==> config.mk <==
export PLATFORM = sky130hd
export DESIGN_NAME = cordic_rotator_seq_flat
export DESIGN_NICKNAME = d
export VERILOG_FILES = /design/src/rtl/cordic_pkg.sv /design/src/rtl/cordic_rotator_seq_if.sv /design/src/rtl/cordic_microrot.sv /design/src/rtl/cordic_rotator_seq.sv /design/src/flat_wrapper.sv
export SDC_FILE = /design/constraint.sdc
export NUM_CORES = 1
export LEC_CHECK = 0
export ABC_CLOCK_PERIOD_IN_PS = 5700
export CAP_MARGIN = 30
export CORE_MARGIN = 2
export CORE_UTILIZATION = 40
export DETAILED_ROUTE_END_ITERATION = 8
export GPL_TIMING_DRIVEN = 0
export HOLD_SLACK_MARGIN = 0.12
export PLACE_DENSITY = 0.7
export SYNTH_ARGS = -nofsm -noshare
export SYNTH_HDL_FRONTEND = slang
export SYNTH_HIERARCHICAL = 1
export SYNTH_SLANG_ARGS = --single-unit
==> constraint.sdc <==
create_clock -name clock -period 5.7 [get_ports clock]
set_input_delay 0.57 -clock clock [delete_from_list [all_inputs] [get_ports clock]]
set_output_delay 0.57 -clock clock [all_outputs]
set_load 0.02 [all_outputs]
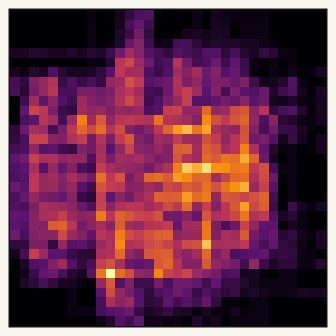
Figure 1: run 1, wiring heat map.
33 x 33 tiles, from black (low) to pale yellow (high), scaled to the fullest tile. Values are wire area over tile area, all layers added.
The fullest tile reaches 0.84. 15% of the tiles are over half the peak. The densest ninth of the die: center. The mean over all tiles is 0.21. 19% of the tiles are nearly empty.
GRT Total Usage: 25.6%
wire length per cell: 20.9 um
total wire length after detailed routing: 33900 um

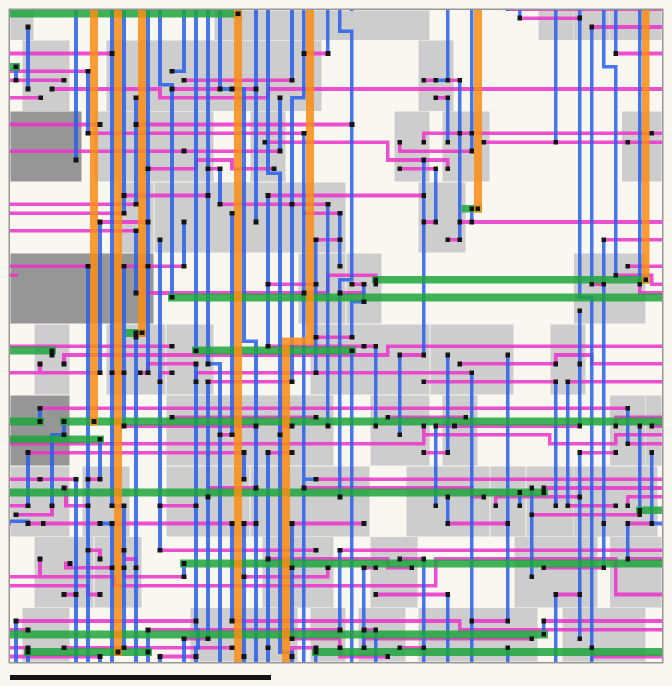
Figure 2: run 1, a small window of the routed layout.
Scale bar: 10 um. Region (69, 36) to (94, 61) um. Cells in gray, sequential cells in the stronger gray; small squares are vias.
M4: marked orange. M2: marked blue. M3: marked green. M1: marked magenta.
Most frequent: a21oi_1 (12), nor2_1 (6), ha_1 (5). Sequential cells in the window: 1. 47 logic cells have their middle in the window.

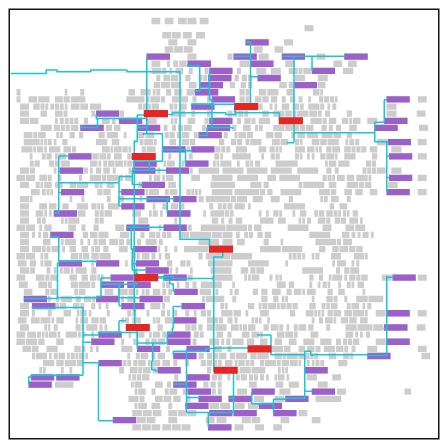
Figure 3: run 1, clock network drawn from the DEF.
clock-net drivers: marked red, count 9. flip-flops: marked purple, count 99. clock wires: marked cyan, length 1500 um.
There are 10 routed clock nets. Position of the flops: spread over the die.
Clk Latency, worst-skew pair: 0.36 ns

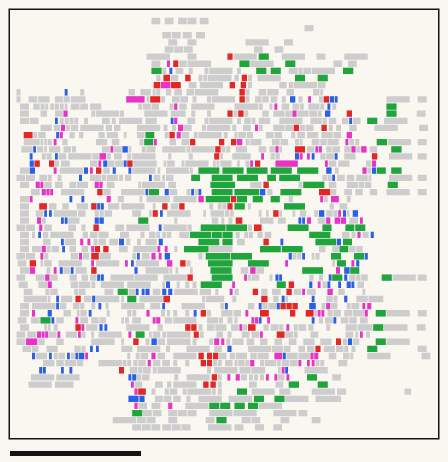
Figure 4: run 1, selected gate families.
Scale bar: 50 um.
nor cells: marked magenta, cells 134. and/or cells: marked red, cells 86. nand cells: marked blue, cells 129. mux cells: marked green, cells 95.
fraction of area in multi-input gates: 60.8%
number of cells in the finished layout apart from fillers: 1619
most numerous logic cell after layout: clkdlybuf4s50_1

==> flow_metrics.env, run 1 <==
# physical design summary
export IMPL_globalplace_congestion=0.984
export IMPL_first_global_vias=9493
export IMPL_hpwlAfterDp_um=26300
export IMPL_min_delay_path_class="primary input to async pin"
export IMPL_nWellTaps=330
export IMPL_largest_net_degree_at_the_start_of_global_routing=68
export IMPL_period_used_pct=95.2
export IMPL_rsz0062_at_grt="no"
export IMPL_ys_top_logic_family="AND-OR/OR-AND gates"
export IMPL_chipWidth_um=163
export IMPL_min_period_ns=5.42
export IMPL_buffers=171
export IMPL_cts_hold_buffers_added=0
export IMPL_simple_gate_portion_of_the_synthesized_area_pct=17.5
export IMPL_n_clock_buffer=9
export IMPL_outcome="finished, final reports clean"
export IMPL_cts_root_to_sink_buffers=2
export IMPL_htree_levels=3
export IMPL_yosys_stat_area_mm2=0.0102
export IMPL_route_met2_wl_um=15500
export IMPL_cts_setup_buffers=0
export IMPL_area_share_sequential_pct=20.7
export IMPL_cp_max_fo=10
export IMPL_warning_count=28
export IMPL_worst_slack_ns=0.276
export IMPL_seq_cells=99
export IMPL_critPathKind="flop to flop"
export IMPL_layout_non_clock_inverters=36
export IMPL_io_buffer_count=108
export IMPL_seq_area_frac_synth_pct=24.4
export IMPL_die_area_mm2=0.0267
export IMPL_ant_nets=0
export IMPL_antenna_found_initial=0
export IMPL_worst_setup_slack_after_placement_ns=0.0932
export IMPL_ys_sh_aoi_pct=21.6
export IMPL_tightest_slew_ns=0.976
export IMPL_floorplan_die_height_um=163
export IMPL_combGateArea_mm2=0.00729
export IMPL_worst_endpoint_required_ns=5.94
export IMPL_cp_slowest_stage_delay_ns=0.52
export IMPL_grt_most_used_layer="met2"
export IMPL_synthesis_to_finish_area_growth_pct=18.1
export IMPL_gr_total_overflow=0
export IMPL_drive_gt1_share_pct=11.4
export IMPL_seq_area_mm2=0.00248
export IMPL_design_final_nets=1418
export IMPL_fmax_ghz=0.184
export IMPL_synth_top_cell_by_area="dfrtp_1"
export IMPL_worstPathCellList="buf_6 > buf_8 > buf_2 > mux4_2 > and2_1 > a21oi_1 > nor2_1 > a21oi_1 > ha_1 > nand2_1 > o21ai_0 > ha_1 > a21oi_1 > o22ai_1 > a2111oi_2 > o31ai_2 > o21ai_0 > o21ai_0 > o41ai_2 > xnor2_1 > mux2_2"
export IMPL_synth_async_reset_ratio_pct=100
export IMPL_fp_nets=1297
export IMPL_worst_path_stages=21
export IMPL_floorplan_core_area_mm2=0.0250
export IMPL_final_layout_top_logic_cells="107 x clkdlybuf4s50_1, 102 x a21oi_1, 99 x dfrtp_1, 93 x nand2_1, 87 x nor2_1"
export IMPL_cpMaxStageDelayCell="dfrtp_1"
export IMPL_timing_max_cap_violations=0
export IMPL_worst_setup_path_end_kind="flop"
export IMPL_hold_viol=0
export IMPL_setup_viol_count_final=0
export IMPL_met1Wirelength_um=14000
export IMPL_drt_pre_antenna_iters=6
export IMPL_syn_avg_cell_area_um2=8.73
export IMPL_top_cells_by_area="dfrtp_1 24%, ha_1 7.5%, mux4_2 5.8%, mux2_2 5.2%, xnor2_1 5.2%"
export IMPL_vias_per_cell=6.08
export IMPL_worst_r2r_cell_count=21
export IMPL_fin_hold_ws_ns=0.155
export IMPL_yosys_cell_types_count=84
export IMPL_post_cts_resized_instances=0
export IMPL_topmost_layer_with_routed_signal_wires="met4"
export IMPL_slew_limit_headroom_pct=34.7
[run 1: cell usage after synthesis, types with 3 or more instances]
master	count
buf_2	16
a21o_1	12
nor4_1	4
a22o_1	8
nand2b_1	11
o21a_1	8
xor2_1	56
and3_1	40
o32ai_1	7
o31ai_1	6
o31a_1	3
and2_1	13
and4_1	3
nor2b_1	8
o221ai_1	3
ha_1	61
mux4_2	26
nor3_1	28
fa_1	3
a211o_1	3
a31oi_1	17
dfrtp_1	99
nand2_1	93
a21boi_0	4
o21ai_1	8
nor2_1	87
or4_1	6
o21ai_0	79
a21oi_1	102
a22oi_1	24
inv_1	36
mux4_1	7
o22ai_1	8
mux2i_1	15
o211ai_1	9
o41ai_1	3
o21bai_1	8
mux2_2	47
or2_2	7
or3_1	7
buf_1	7
xnor2_1	60
nand3_1	20
clkbuf_1	34
Figure 5. Placement view (run 1).
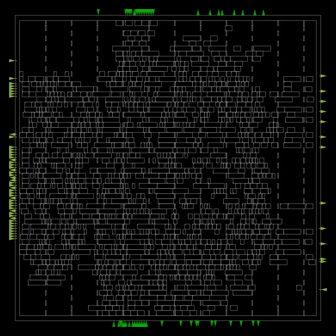

==> run 2: changes to the inputs <==
Settings changed: ABC_CLOCK_PERIOD_IN_PS 5700 to 6100, MAX_ROUTING_LAYER set to met4.
Clock period 5.7 ns to 6.1 ns, I/O delays scaled along.
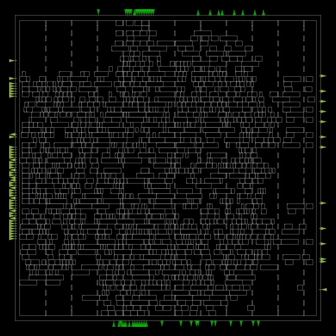
Figure 6: run 2, placement view.
number of flip-flops and latches: 99
utilization after layout: 47.8%

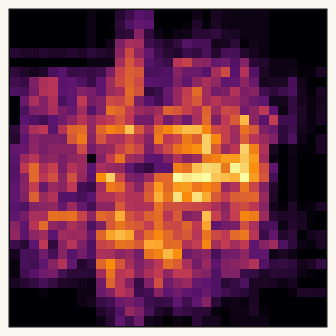
Figure 7: run 2, wiring heat map.
33 x 33 tiles, from black (low) to pale yellow (high), scaled to the fullest tile. Values are wire area over tile area, all layers added.
The mean over all tiles is 0.22. 21% of the tiles are over half the peak. 18% of the tiles are nearly empty. The densest ninth of the die: center.
wire length per cell: 21.1 um
GRT Total Usage: 26.5%

==> flow_metrics.env, run 2 <==
# physical design summary
export IMPL_min_period_ns=5.64
export IMPL_post_cts_resized_instances=0
export IMPL_top_cells_by_area="dfrtp_1 24%, ha_1 7.5%, mux4_2 5.8%, mux2_2 5.2%, xnor2_1 5.2%"
export IMPL_route_met2_wl_um=15300
export IMPL_gr_total_overflow=0
export IMPL_ys_sh_aoi_pct=21.6
export IMPL_chipWidth_um=163
export IMPL_combGateArea_mm2=0.00726
export IMPL_period_used_pct=92.4
export IMPL_worst_endpoint_required_ns=6.35
export IMPL_tightest_slew_ns=1.02
export IMPL_syn_avg_cell_area_um2=8.73
export IMPL_synth_top_cell_by_area="dfrtp_1"
export IMPL_seq_area_frac_synth_pct=24.4
export IMPL_hold_viol=0
export IMPL_final_layout_top_logic_cell="clkdlybuf4s50_1"
export IMPL_ys_top_logic_family="AND-OR/OR-AND gates"
export IMPL_htree_levels=3
export IMPL_slew_limit_headroom_pct=31.9
export IMPL_timing_max_cap_violations=0
export IMPL_drt_pre_antenna_iters=5
export IMPL_setup_viol_count_final=0
export IMPL_simple_gate_portion_of_the_synthesized_area_pct=17.5
export IMPL_hpwlAfterDp_um=26400
export IMPL_fmax_ghz=0.177
export IMPL_cts_hold_buffers_added=0
export IMPL_fin_hold_ws_ns=0.192
export IMPL_floorplan_die_height_um=163
export IMPL_worst_slack_ns=0.461
export IMPL_outcome="finished, final reports clean"
export IMPL_antenna_found_initial=0
export IMPL_design_final_nets=1418
export IMPL_boundary_pins=112
export IMPL_cp_max_fo=10
export IMPL_cp_slowest_stage_delay_ns=0.57
export IMPL_worstPathCellList="buf_2 > clkbuf_1 > mux4_2 > a22oi_1 > o211ai_1 > nor2_1 > and4_1 > nor2_1 > xnor2_1 > ha_1 > a2111oi_0 > o31ai_1 > o21ai_0 > o21ai_0 > o41ai_1 > xnor2_1 > mux2_2"
export IMPL_synth_cells=1163
export IMPL_warning_count=28
export IMPL_synthesis_to_finish_area_growth_pct=17.8
export IMPL_topmost_layer_with_routed_signal_wires="met4"
export IMPL_ant_nets=0
export IMPL_io_buffer_count=108
export IMPL_wl_um=34100
export IMPL_cpMaxStageDelayCell="a2111oi_0"
export IMPL_cts_root_to_sink_buffers=2
export IMPL_vias_per_cell=6.12
export IMPL_largest_net_degree_at_the_start_of_global_routing=68
export IMPL_fp_nets=1297
export IMPL_layout_cells_non_filler=1618
export IMPL_yosys_top_cells_count="102 x a21oi_1, 99 x dfrtp_1, 93 x nand2_1"
export IMPL_seq_area_mm2=0.00248
export IMPL_cts_setup_buffers=0
export IMPL_die_area_mm2=0.0267
export IMPL_worst_r2r_cell_count=17
export IMPL_synth_async_reset_ratio_pct=100
export IMPL_grt_most_used_layer="met2"
export IMPL_mux_share_pct=14.3
export IMPL_worst_setup_path_end_kind="flop"
export IMPL_yosys_cell_types_count=84
export IMPL_first_global_vias=9495
export IMPL_drive_gt1_share_pct=10.8
export IMPL_final_layout_top_logic_cells="107 x clkdlybuf4s50_1, 102 x a21oi_1, 99 x dfrtp_1, 93 x nand2_1, 87 x nor2_1"
export IMPL_yosys_stat_area_mm2=0.0102
export IMPL_critPathKind="flop to flop"
export IMPL_min_delay_path_class="primary input to async pin"
export IMPL_worst_setup_slack_after_placement_ns=0.594
run 2: cell counts after synthesis:
No cell type changed its count.
run 2: cells by family (layout without fill, tap and decap cells):
| kind of cell | after synthesis | after routing |
|---|---|---|
| flops | 99 | 99 |
| simple gates | 349 | 349 |
| buf+inv | 97 | 222 |
| xor+xnor | 116 | 116 |
| compound gates | 343 | 343 |
| fa+ha+maj | 64 | 64 |
| mux | 95 | 95 |
run 2: cell type report:
type	count	area share, %
well taps	330	3.45
clock buffers	12	2.23
inverters	36	1.13
plain buffers	61	2.33
flip-flops and latches	99	20.7
repair buffers	110	9.29
clock inverters	3	0.178
multi-input cells	967	60.7
